File: config.mk
export PLATFORM = sky130hd
export DESIGN_NAME = bus_sequencer_flat
export DESIGN_NICKNAME = d
export VERILOG_FILES = /design/src/rtl/bus_sequencer_pkg.sv /design/src/rtl/bus_sequencer_if.sv /design/src/rtl/bus_sequencer_lane_mapper.sv /design/src/rtl/bus_sequencer.sv /design/src/flat_wrapper.sv
export SDC_FILE = /design/constraint.sdc
export NUM_CORES = 1
export LEC_CHECK = 0
export CORE_MARGIN = 2
export CORE_UTILIZATION = 54
export CTS_CLUSTER_DIAMETER = 30
export DETAILED_ROUTE_END_ITERATION = 12
export PLACE_DENSITY_LB_ADDON = 0.05
export REMOVE_ABC_BUFFERS = 1
export SYNTH_ARGS = -nofsm -noshare
export SYNTH_HDL_FRONTEND = slang
export SYNTH_HIERARCHICAL = 1
export SYNTH_SLANG_ARGS = --single-unit
File: constraint.sdc
create_clock -name clock -period 3.8 [get_ports clock]
set_input_delay 0.76 -clock clock [delete_from_list [all_inputs] [get_ports clock]]
set_output_delay 0.76 -clock clock [all_outputs]
set_load 0.03 [all_outputs]
File: src/rtl/bus_sequencer_pkg.sv
// Shared types and lane helpers for the CPU-to-system-bus sequencer.
package bus_sequencer_pkg;

  typedef enum logic [1:0] {
    CW_NULL = 2'b00,
    CW_BYTE = 2'b01,
    CW_WORD = 2'b10,
    CW_LONG = 2'b11
  } t_cycle_width;

  typedef enum logic [2:0] {
    ST_IDLE   = 3'd0,
    ST_FIRST  = 3'd1,
    ST_SECOND = 3'd2,
    ST_DONE   = 3'd3,
    ST_FAULT  = 3'd4
  } t_bus_state;

  localparam logic [3:0]  STROBE_NONE   = 4'b0000;
  localparam logic [3:0]  STROBE_BYTE   = 4'b1000;
  localparam logic [3:0]  STROBE_WORD   = 4'b1100;
  localparam logic [3:0]  STROBE_LONG   = 4'b1111;
  localparam logic [31:0] BUS_IDLE_DATA = 32'hffff_ffff;

  function automatic logic [3:0] size_mask(input t_cycle_width width);
    case (width)
      CW_BYTE: size_mask = STROBE_BYTE;
      CW_WORD: size_mask = STROBE_WORD;
      CW_LONG: size_mask = STROBE_LONG;
      default: size_mask = STROBE_NONE;
    endcase
  endfunction

  // Lanes without a strobe float high so an idle lane always reads as 8'hff.
  function automatic logic [31:0] fill_lanes(input logic [31:0] data, input logic [3:0] strobes);
    for (int i = 0; i < 4; i++) begin
      fill_lanes[8*i +: 8] = strobes[i] ? data[8*i +: 8] : 8'hff;
    end
  endfunction

endpackage

File: src/rtl/bus_sequencer_if.sv
// CPU-side and system-bus-side signals of the sequencer; master is the sequencer itself.
interface bus_sequencer_if
  import bus_sequencer_pkg::*;
#(
  parameter int ADDR_WIDTH = 32
) ();

  logic [ADDR_WIDTH-1:0] cpu_address;
  t_cycle_width          cpu_cycle_width;
  logic [31:0]           cpu_data_out;
  logic [31:0]           cpu_data_in;
  logic                  cpu_read;
  logic                  cpu_write;
  logic                  cpu_ready;

  logic [ADDR_WIDTH-3:0] businterface_address;
  logic [31:0]           businterface_data_in;
  logic [31:0]           businterface_data_out;
  logic [3:0]            businterface_data_strobes;
  logic                  businterface_read;
  logic                  businterface_write;
  logic                  businterface_ack;
  logic                  businterface_error;

  modport master (
    input  cpu_address, cpu_cycle_width, cpu_data_out, cpu_read, cpu_write,
    input  businterface_data_in, businterface_ack,
    output cpu_data_in, cpu_ready,
    output businterface_address, businterface_data_out, businterface_data_strobes,
    output businterface_read, businterface_write, businterface_error
  );

  modport slave (
    output cpu_address, cpu_cycle_width, cpu_data_out, cpu_read, cpu_write,
    output businterface_data_in, businterface_ack,
    input  cpu_data_in, cpu_ready,
    input  businterface_address, businterface_data_out, businterface_data_strobes,
    input  businterface_read, businterface_write, businterface_error
  );

endinterface

File: src/rtl/bus_sequencer_lane_mapper.sv
// Combinational byte-lane mapper: strobes/write data per bus cycle and read reassembly.
// Build option MISALIGNED_EN: accept misaligned word/long accesses, split across two cycles.
module bus_sequencer_lane_mapper
  import bus_sequencer_pkg::*;
(
  input  t_cycle_width req_width,
  input  logic [1:0]   req_offset,
  input  logic [31:0]  req_wdata,
  output logic [3:0]   first_strobes,
  output logic [3:0]   second_strobes,
  output logic [31:0]  first_wdata,
  output logic [31:0]  second_wdata,
  output logic         split,
  output logic         legal,
  input  t_cycle_width rd_width,
  input  logic [1:0]   rd_offset,
  input  logic [31:0]  rd_first,
  input  logic [31:8]  rd_second,
  output logic [31:0]  rd_data
);

  logic [7:0]  mask_span_s;
  logic [31:0] wdata_left_s;
  logic [63:0] wdata_span_s;
  logic [31:0] rd_left_s;

  // Request side: left-justify, then shift mask and data right by the byte offset.
  always_comb begin
    mask_span_s = {size_mask(req_width), 4'b0000} >> req_offset;
    case (req_width)
      CW_BYTE: wdata_left_s = {req_wdata[7:0], 24'h000000};
      CW_WORD: wdata_left_s = {req_wdata[15:0], 16'h0000};
      CW_LONG: wdata_left_s = req_wdata;
      default: wdata_left_s = 32'h0000_0000;
    endcase
    wdata_span_s   = {wdata_left_s, 32'h0000_0000} >> {req_offset, 3'b000};
    first_strobes  = mask_span_s[7:4];
    second_strobes = mask_span_s[3:0];
    first_wdata    = fill_lanes(wdata_span_s[63:32], first_strobes);
    second_wdata   = fill_lanes(wdata_span_s[31:0], second_strobes);
`ifdef MISALIGNED_EN
    legal = (req_width != CW_NULL);
    split = (second_strobes != STROBE_NONE);
`else
    case (req_width)
      CW_BYTE: legal = 1'b1;
      CW_WORD: legal = (req_offset[0] == 1'b0);
      CW_LONG: legal = (req_offset == 2'b00);
      default: legal = 1'b0;
    endcase
    split = 1'b0;
`endif
  end

  // Read side: glue the two captured words back together and right-justify.
  always_comb begin
    case (rd_offset)
      2'b00:   rd_left_s = rd_first;
      2'b01:   rd_left_s = {rd_first[23:0], rd_second[31:24]};
      2'b10:   rd_left_s = {rd_first[15:0], rd_second[31:16]};
      2'b11:   rd_left_s = {rd_first[7:0], rd_second[31:8]};
      default: rd_left_s = rd_first;
    endcase
    case (rd_width)
      CW_BYTE: rd_data = {24'hff_ffff, rd_left_s[31:24]};
      CW_WORD: rd_data = {16'hffff, rd_left_s[31:16]};
      CW_LONG: rd_data = rd_left_s;
      default: rd_data = BUS_IDLE_DATA;
    endcase
  end

endmodule

File: src/rtl/bus_sequencer.sv
// Multi-cycle CPU bus sequencer: lane mapping, wait states, optional split cycles, watchdog.
// Build option MISALIGNED_EN (in the lane mapper) enables misaligned split accesses.
module bus_sequencer
  import bus_sequencer_pkg::*;
#(
  parameter int ADDR_WIDTH     = 32,
  parameter int TIMEOUT_CYCLES = 15
) (
  input logic              clock,
  input logic              reset,
  bus_sequencer_if.master  bif
);

  localparam int BA_W = ADDR_WIDTH - 2;
  localparam int WD_W = (TIMEOUT_CYCLES > 1) ? $clog2(TIMEOUT_CYCLES) : 1;
  localparam logic [WD_W-1:0] WD_LAST =
    (TIMEOUT_CYCLES > 0) ? WD_W'(TIMEOUT_CYCLES - 1) : {WD_W{1'b0}};

  t_bus_state       state_r;
  logic [WD_W-1:0]  wd_r;
  t_cycle_width     width_r;
  logic [1:0]       offset_r;
  logic             split_r;
  logic [3:0]       second_strobes_r;
  logic [31:0]      second_wdata_r;
  logic [31:0]      rd_first_r;

  logic [BA_W-1:0]  addr_r;
  logic [3:0]       strobes_r;
  logic [31:0]      data_out_r;
  logic             read_r;
  logic             write_r;
  logic             ready_r;
  logic             error_r;
  logic [31:0]      cpu_data_in_r;

  logic [3:0]       first_strobes_s;
  logic [3:0]       second_strobes_s;
  logic [31:0]      first_wdata_s;
  logic [31:0]      second_wdata_s;
  logic             split_s;
  logic             legal_s;
  logic [31:0]      rd_first_s;
  logic [31:0]      rd_data_s;
  logic             expire_s;

  // The first word is still on the bus when a single-cycle access completes.
  assign rd_first_s = (state_r == ST_FIRST) ? bif.businterface_data_in : rd_first_r;
  assign expire_s   = (TIMEOUT_CYCLES > 0) && (wd_r == WD_LAST);

  bus_sequencer_lane_mapper u_mapper (
    .req_width      (bif.cpu_cycle_width),
    .req_offset     (bif.cpu_address[1:0]),
    .req_wdata      (bif.cpu_data_out),
    .first_strobes  (first_strobes_s),
    .second_strobes (second_strobes_s),
    .first_wdata    (first_wdata_s),
    .second_wdata   (second_wdata_s),
    .split          (split_s),
    .legal          (legal_s),
    .rd_width       (width_r),
    .rd_offset      (offset_r),
    .rd_first       (rd_first_s),
    .rd_second      (bif.businterface_data_in[31:8]),
    .rd_data        (rd_data_s)
  );

  // Sequencer FSM with watchdog; every CPU- and bus-facing output is a register here.
  always_ff @(posedge clock) begin
    if (reset) begin
      state_r          <= ST_IDLE;
      wd_r             <= {WD_W{1'b0}};
      width_r          <= CW_NULL;
      offset_r         <= 2'b00;
      split_r          <= 1'b0;
      second_strobes_r <= STROBE_NONE;
      second_wdata_r   <= BUS_IDLE_DATA;
      rd_first_r       <= BUS_IDLE_DATA;
      addr_r           <= {BA_W{1'b0}};
      strobes_r        <= STROBE_NONE;
      data_out_r       <= BUS_IDLE_DATA;
      read_r           <= 1'b0;
      write_r          <= 1'b0;
      ready_r          <= 1'b0;
      error_r          <= 1'b0;
      cpu_data_in_r    <= BUS_IDLE_DATA;
    end else begin
      case (state_r)
        ST_IDLE: begin
          if (bif.cpu_read || bif.cpu_write) begin
            if ((bif.cpu_read ^ bif.cpu_write) && legal_s) begin
              addr_r           <= bif.cpu_address[ADDR_WIDTH-1:2];
              strobes_r        <= first_strobes_s;
              data_out_r       <= bif.cpu_write ? first_wdata_s : BUS_IDLE_DATA;
              read_r           <= bif.cpu_read;
              write_r          <= bif.cpu_write;
              width_r          <= bif.cpu_cycle_width;
              offset_r         <= bif.cpu_address[1:0];
              split_r          <= split_s;
              second_strobes_r <= second_strobes_s;
              second_wdata_r   <= bif.cpu_write ? second_wdata_s : BUS_IDLE_DATA;
              wd_r             <= {WD_W{1'b0}};
              state_r          <= ST_FIRST;
            end else begin
              ready_r <= 1'b1;
              error_r <= 1'b1;
              state_r <= ST_FAULT;
            end
          end
        end
        ST_FIRST, ST_SECOND: begin
          // An ack arriving on the expiry edge still completes the cycle.
          if (bif.businterface_ack) begin
            wd_r <= {WD_W{1'b0}};
            if (state_r == ST_FIRST) begin
              rd_first_r <= bif.businterface_data_in;
            end
            if ((state_r == ST_FIRST) && split_r) begin
              addr_r     <= addr_r + BA_W'(1);
              strobes_r  <= second_strobes_r;
              data_out_r <= second_wdata_r;
              state_r    <= ST_SECOND;
            end else begin
              read_r        <= 1'b0;
              write_r       <= 1'b0;
              strobes_r     <= STROBE_NONE;
              data_out_r    <= BUS_IDLE_DATA;
              ready_r       <= 1'b1;
              error_r       <= 1'b0;
              cpu_data_in_r <= read_r ? rd_data_s : BUS_IDLE_DATA;
              state_r       <= ST_DONE;
            end
          end else if (expire_s) begin
            read_r        <= 1'b0;
            write_r       <= 1'b0;
            strobes_r     <= STROBE_NONE;
            data_out_r    <= BUS_IDLE_DATA;
            ready_r       <= 1'b1;
            error_r       <= 1'b1;
            cpu_data_in_r <= BUS_IDLE_DATA;
            state_r       <= ST_FAULT;
          end else begin
            wd_r <= wd_r + WD_W'(1);
          end
        end
        ST_DONE, ST_FAULT: begin
          ready_r       <= 1'b0;
          error_r       <= 1'b0;
          cpu_data_in_r <= BUS_IDLE_DATA;
          state_r       <= ST_IDLE;
        end
        default: begin
          read_r        <= 1'b0;
          write_r       <= 1'b0;
          strobes_r     <= STROBE_NONE;
          data_out_r    <= BUS_IDLE_DATA;
          ready_r       <= 1'b0;
          error_r       <= 1'b0;
          cpu_data_in_r <= BUS_IDLE_DATA;
          state_r       <= ST_IDLE;
        end
      endcase
    end
  end

  assign bif.cpu_ready                 = ready_r;
  assign bif.cpu_data_in               = cpu_data_in_r;
  assign bif.businterface_address      = addr_r;
  assign bif.businterface_data_out     = data_out_r;
  assign bif.businterface_data_strobes = strobes_r;
  assign bif.businterface_read         = read_r;
  assign bif.businterface_write        = write_r;
  assign bif.businterface_error        = error_r;

endmodule

File: src/flat_wrapper.sv
// flat-port wrapper written by rule: the top's interface ports become plain ports
module bus_sequencer_flat import bus_sequencer_pkg::*;
#(
  parameter int ADDR_WIDTH     = 32,
  parameter int TIMEOUT_CYCLES = 15
)
  (clock, reset, bif_cpu_address, bif_cpu_cycle_width, bif_cpu_data_out, bif_cpu_read, bif_cpu_write, bif_businterface_data_in, bif_businterface_ack, bif_cpu_data_in, bif_cpu_ready, bif_businterface_address, bif_businterface_data_out, bif_businterface_data_strobes, bif_businterface_read, bif_businterface_write, bif_businterface_error);
  bus_sequencer_if #(.ADDR_WIDTH(ADDR_WIDTH)) bif_i ();
  input logic clock;
  input logic reset;
  input wire logic [$bits(bif_i.cpu_address)-1:0] bif_cpu_address;
  input wire logic [$bits(bif_i.cpu_cycle_width)-1:0] bif_cpu_cycle_width;
  input wire logic [$bits(bif_i.cpu_data_out)-1:0] bif_cpu_data_out;
  input wire logic [$bits(bif_i.cpu_read)-1:0] bif_cpu_read;
  input wire logic [$bits(bif_i.cpu_write)-1:0] bif_cpu_write;
  input wire logic [$bits(bif_i.businterface_data_in)-1:0] bif_businterface_data_in;
  input wire logic [$bits(bif_i.businterface_ack)-1:0] bif_businterface_ack;
  output wire logic [$bits(bif_i.cpu_data_in)-1:0] bif_cpu_data_in;
  output wire logic [$bits(bif_i.cpu_ready)-1:0] bif_cpu_ready;
  output wire logic [$bits(bif_i.businterface_address)-1:0] bif_businterface_address;
  output wire logic [$bits(bif_i.businterface_data_out)-1:0] bif_businterface_data_out;
  output wire logic [$bits(bif_i.businterface_data_strobes)-1:0] bif_businterface_data_strobes;
  output wire logic [$bits(bif_i.businterface_read)-1:0] bif_businterface_read;
  output wire logic [$bits(bif_i.businterface_write)-1:0] bif_businterface_write;
  output wire logic [$bits(bif_i.businterface_error)-1:0] bif_businterface_error;
  assign bif_i.cpu_address = bif_cpu_address;
  assign bif_i.cpu_cycle_width = bif_cpu_cycle_width;
  assign bif_i.cpu_data_out = bif_cpu_data_out;
  assign bif_i.cpu_read = bif_cpu_read;
  assign bif_i.cpu_write = bif_cpu_write;
  assign bif_i.businterface_data_in = bif_businterface_data_in;
  assign bif_i.businterface_ack = bif_businterface_ack;
  assign bif_cpu_data_in = bif_i.cpu_data_in;
  assign bif_cpu_ready = bif_i.cpu_ready;
  assign bif_businterface_address = bif_i.businterface_address;
  assign bif_businterface_data_out = bif_i.businterface_data_out;
  assign bif_businterface_data_strobes = bif_i.businterface_data_strobes;
  assign bif_businterface_read = bif_i.businterface_read;
  assign bif_businterface_write = bif_i.businterface_write;
  assign bif_businterface_error = bif_i.businterface_error;
  bus_sequencer #(.ADDR_WIDTH(ADDR_WIDTH), .TIMEOUT_CYCLES(TIMEOUT_CYCLES)) u_core (.clock(clock), .reset(reset), .bif(bif_i));
endmodule
run_1/registers.png
Drawn at 3 px/µm.
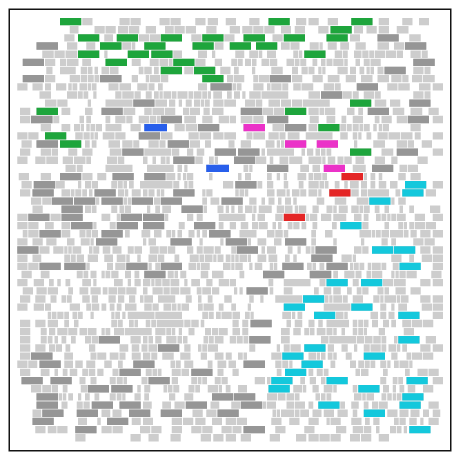
| color | signal | sequential cells |
|---|---|---|
| cyan | `u_core/bif.businterface_address` | 30 |
| green | `u_core/bif.cpu_data_in` | 32 |
| blue | `u_core/offset_r` | 2 |
| magenta | `u_core/wd_r` | 4 |
| red | `u_core/state_r` | 3 |
not colored: 111

run_1/pdn.png
Drawn at 2 px/µm. Pins as bars on the die edge.
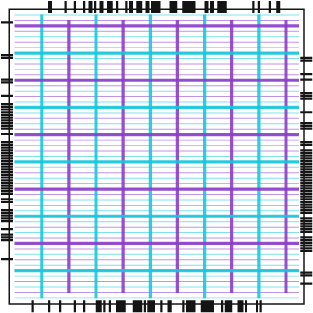
| color | net |
|---|---|
| cyan | VSS |
| purple | VDD |
met4 straps: 10
met5 straps: 10
met1 rails: 53
Die H: 147 µm
worst vdd rail ir drop: 332 µV
core area: 20100 µm²
die span in x: 147 µm

run_1/clock_map.png
Drawn at 4 px/µm.
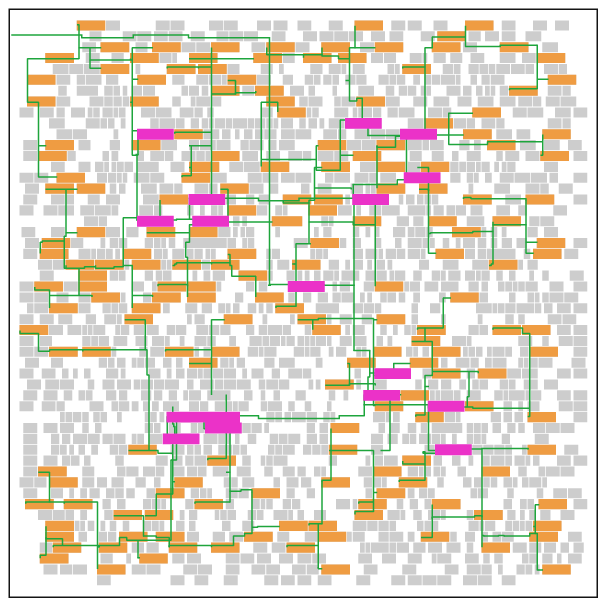
[magenta] cells driving clock nets | count: 17
[orange] flip-flops | count: 182
[green] clock wires | length: 2240 µm
flops lie: widely spread

==> qor.json, run 1 <==
{
  "status": "finished clean",
  "use_met1_pct": 40.3,
  "io_pins": 205,
  "grt_remaining_overflow": 0,
  "placed_cells": 1710,
  "power_leader": "combinational cells",
  "final_net_count": 1566,
  "crit_buf_inv": 2,
  "post_synthesis_cell_type_with_the_largest_instance_count": "dfxtp_1",
  "layout.buffer.nonclock.area_share_pct": 16.7,
  "largest_area_cell": "dfxtp_1",
  "reg2reg_slack_ns": 0.96,
  "logic_area_um2": 6690,
  "synth_top_flop_cell": "dfxtp_1",
  "power_density_nw_per_um2": 465,
  "post_drt_wl_per_cell_um": 18.7,
  "clock_group_share_of_total_power_pct": 27.6,
  "dr_wl_met2_um": 15300,
  "placed_cell_area_um2": 13000,
  "clock_area_share_pct": 4.22,
  "worstMarginPinSlew_ns": 1.15,
  "antenna_cells": 2,
  "grt_max_degree": 56,
  "sw_frac_of_total_pct": 37.4,
  "num-fill-cells": 1760,
  "cts_made_buffers": 17,
  "cts_setup_buffers": 0,
  "worst-endpoint-required_ns": 4.09,
  "slew_headroom_pct": 23.5,
  "timing_worst_setup_path_type": "primary input to register",
  "gr-max-usage-layer": "met2",
  "synthesized_chip_area_reported_by_yosys_um2": 11000,
  "min-delay-start": "u_core/bif.businterface_write",
  "cap_viol_max_count": 0,
  "synthToLayoutAreaGrowth_pct": 23.4,
  "vias": 11000,
  "crit-reg2reg-launch": "u_core/state_r[0]",
  "largestClassByArea": "combinational gates",
  "enable_flop_cells": 0,
  "leakage_nw": 4.48,
  "comb-cell-share_pct": 49.3,
  "cts_resized": 0,
  "finish.instance_area_um2": 13600,
  "critical_path_cell_count": 9,
  "ys_ff": 182,
  "worst_hold_slack_ns": 0.451,
  "maximum_buffer_depth_of_the_clock_tree": 2,
  "met3_usage_pct": 4.69,
  "finalClockPeriodUsage_pct": 76.4,
  "layout-drive-gt1-share_pct": 9.11,
  "comb.multi_input.count": 1011,
  "synthesis.area_um2": 11000,
  "totalWireLength_um": 32500,
  "num-nonclk-inverters": 13,
  "slew_viol_final": 0,
  "setup_ws_pre_cts_ns": 0.523,
  "seqCellArea_um2": 3650,
  "fp_util_pct": 54.7,
  "row_count": 52,
  "fin_ws_ns": 0.897,
  "synthesis.instances": 1338,
  "finalCoreUtilization_pct": 67.5,
  "synth_area_per_cell_um2": 8.21,
  "route.detailed.vias_per_inst": 6.30,
  "synth.cells.most_frequent": "dfxtp_1, nand2_1, o21ai_0",
  "met1_length_um": 14400,
  "gp_routability_congestion": 0.877,
  "cts_htree_levels": 4
}
-- run 1: cells by family after synthesis --
| kind of cell | after synthesis | share of synthesized area (%) |
|---|---|---|
| AOI/OAI and AO/OA | 450 | 28.6 |
| buffers and inverters | 153 | 6.48 |
| other | 2 | 0.0683 |
| DFF | 182 | 33.2 |
| muxes | 99 | 9.68 |
| and+or+nand+nor | 446 | 21.4 |
| adders and majority gates | 4 | 0.455 |
| xor gates and xnor gates | 2 | 0.159 |
-- run 1: worst paths after layout --
kind                                              to
setup / recovery  u_core/bif.businterface_address[7]
setup reg to reg          u_core/bif.cpu_data_in[29]
hold / removal         u_core/bif.businterface_write
hold reg to reg        u_core/bif.businterface_write
run_1/final_congestion.png
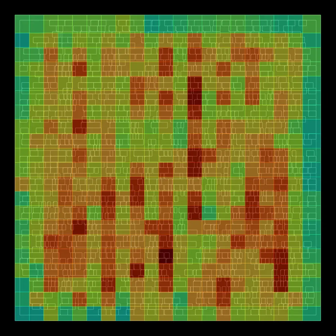

--- run 2 (diff from run 1) ---
- clock period: 3.8 -> 2.9 ns (I/O delays scaled with it)
run_2/final_congestion.png
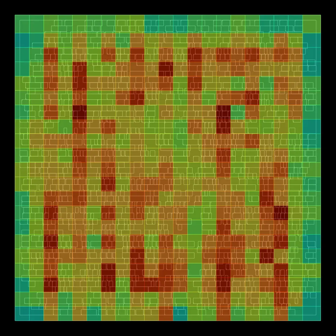
global-route met1 utilization: 39.9%
highest-utilization routing layer at the global route stage: met2
Util after Layout: 68.6%
wire per inst: 18.6 µm
met2 track demand over resource in global routing: 47.7%

==> qor.json, run 2 <==
{
  "coreArea": {"value": 20100, "unit": "µm²", "change": "unchanged"},
  "maximum_buffer_depth_of_the_clock_tree": {"value": 2, "change": "unchanged"},
  "finalClockPeriodUsage_pct": 85.9,
  "die_height": {"value": 147, "unit": "µm", "change": "unchanged"},
  "worst_hold_slack": {"value": 0.454, "unit": "ns", "change": "+0.00285 ns"},
  "largest_area_cell": "dfxtp_1",
  "antenna_cells": {"value": 0, "change": "-2"},
  "status": "finished clean",
  "layout-drive-gt1-share": {"value": 10.3, "unit": "%", "change": "+1.2 points"},
  "post_synth_fa_ha_maj_area_fraction": {"value": 0.455, "unit": "%", "change": "unchanged"},
  "final_net_count": {"value": 1585, "change": "+1.2%"},
  "crit_buf_inv": {"value": 1, "change": "-1"},
  "power.ir.vdd_worst": {"value": 434, "unit": "µV", "change": "+31%"},
  "crit-reg2reg-launch": "u_core/state_r[1]",
  "met1_length": {"value": 14100, "unit": "µm", "change": "-2.1%"},
  "cts_setup_buffers": {"value": 0, "change": "unchanged"},
  "synthesized_chip_area_reported_by_yosys": {"value": 11000, "unit": "µm²", "change": "unchanged"},
  "fp_util": {"value": 54.7, "unit": "%", "change": "unchanged"},
  "cts_made_buffers": {"value": 17, "change": "unchanged"},
  "dr_wl_met2": {"value": 15200, "unit": "µm", "change": "-0.49%"},
  "clock_group_share_of_total_power": {"value": 27.4, "unit": "%", "change": "-0.2 points"},
  "hold_end": "u_core/bif.businterface_write",
  "route.detailed.vias_per_inst": {"value": 6.30, "change": "about the same"},
  "power_density": {"value": 611, "unit": "nW/µm²", "change": "+31%"},
  "io_pins": {"value": 205, "change": "unchanged"},
  "grt_remaining_overflow": {"value": 0, "change": "unchanged"},
  "finish.instance_area": {"value": 13800, "unit": "µm²", "change": "+1.7%"},
  "totalWireLength": {"value": 32800, "unit": "µm", "change": "+0.72%"},
  "yosys.area_share.aoi": {"value": 28.6, "unit": "%", "change": "unchanged"},
  "cts_htree_levels": {"value": 4, "change": "unchanged"},
  "post_synthesis_cell_type_with_the_largest_instance_count": "dfxtp_1",
  "fp.dieW": {"value": 147, "unit": "µm", "change": "unchanged"},
  "synth_area_per_cell": {"value": 8.21, "unit": "µm²", "change": "unchanged"},
  "placed_cell_area": {"value": 13200, "unit": "µm²", "change": "+1.8%"},
  "met3_usage": {"value": 4.84, "unit": "%", "change": "+0.16 points"},
  "leakage": {"value": 4.61, "unit": "nW", "change": "+2.9%"}
}
## run 2: cell counts after synthesis
Identical to the previous run, type by type.
## run 2: metrics by stage
step                      utilization, %  worst slack [ns]
after floorplan                        -             -2.74
after global placement              65.7             0.137
after detailed placement            65.7            0.0642
after CTS                           68.6             0.434
after global routing                68.6             0.281
final                               68.6             0.408
## run 2: cell type report
| cell class | count | area (µm²) | share of cell area (%) |
|---|---|---|---|
| sequential | 182 | 3650 | 26.4 |
| clock buffer | 19 | 443 | 3.21 |
| inverter | 13 | 48.8 | 0.354 |
| multi-input combinational | 1011 | 6690 | 48.5 |
| timing repair buffer | 253 | 2490 | 18.1 |
| tap | 270 | 338 | 2.45 |
| clock inverter | 13 | 136 | 0.989 |
Power is estimated from default activity; no workload was simulated.
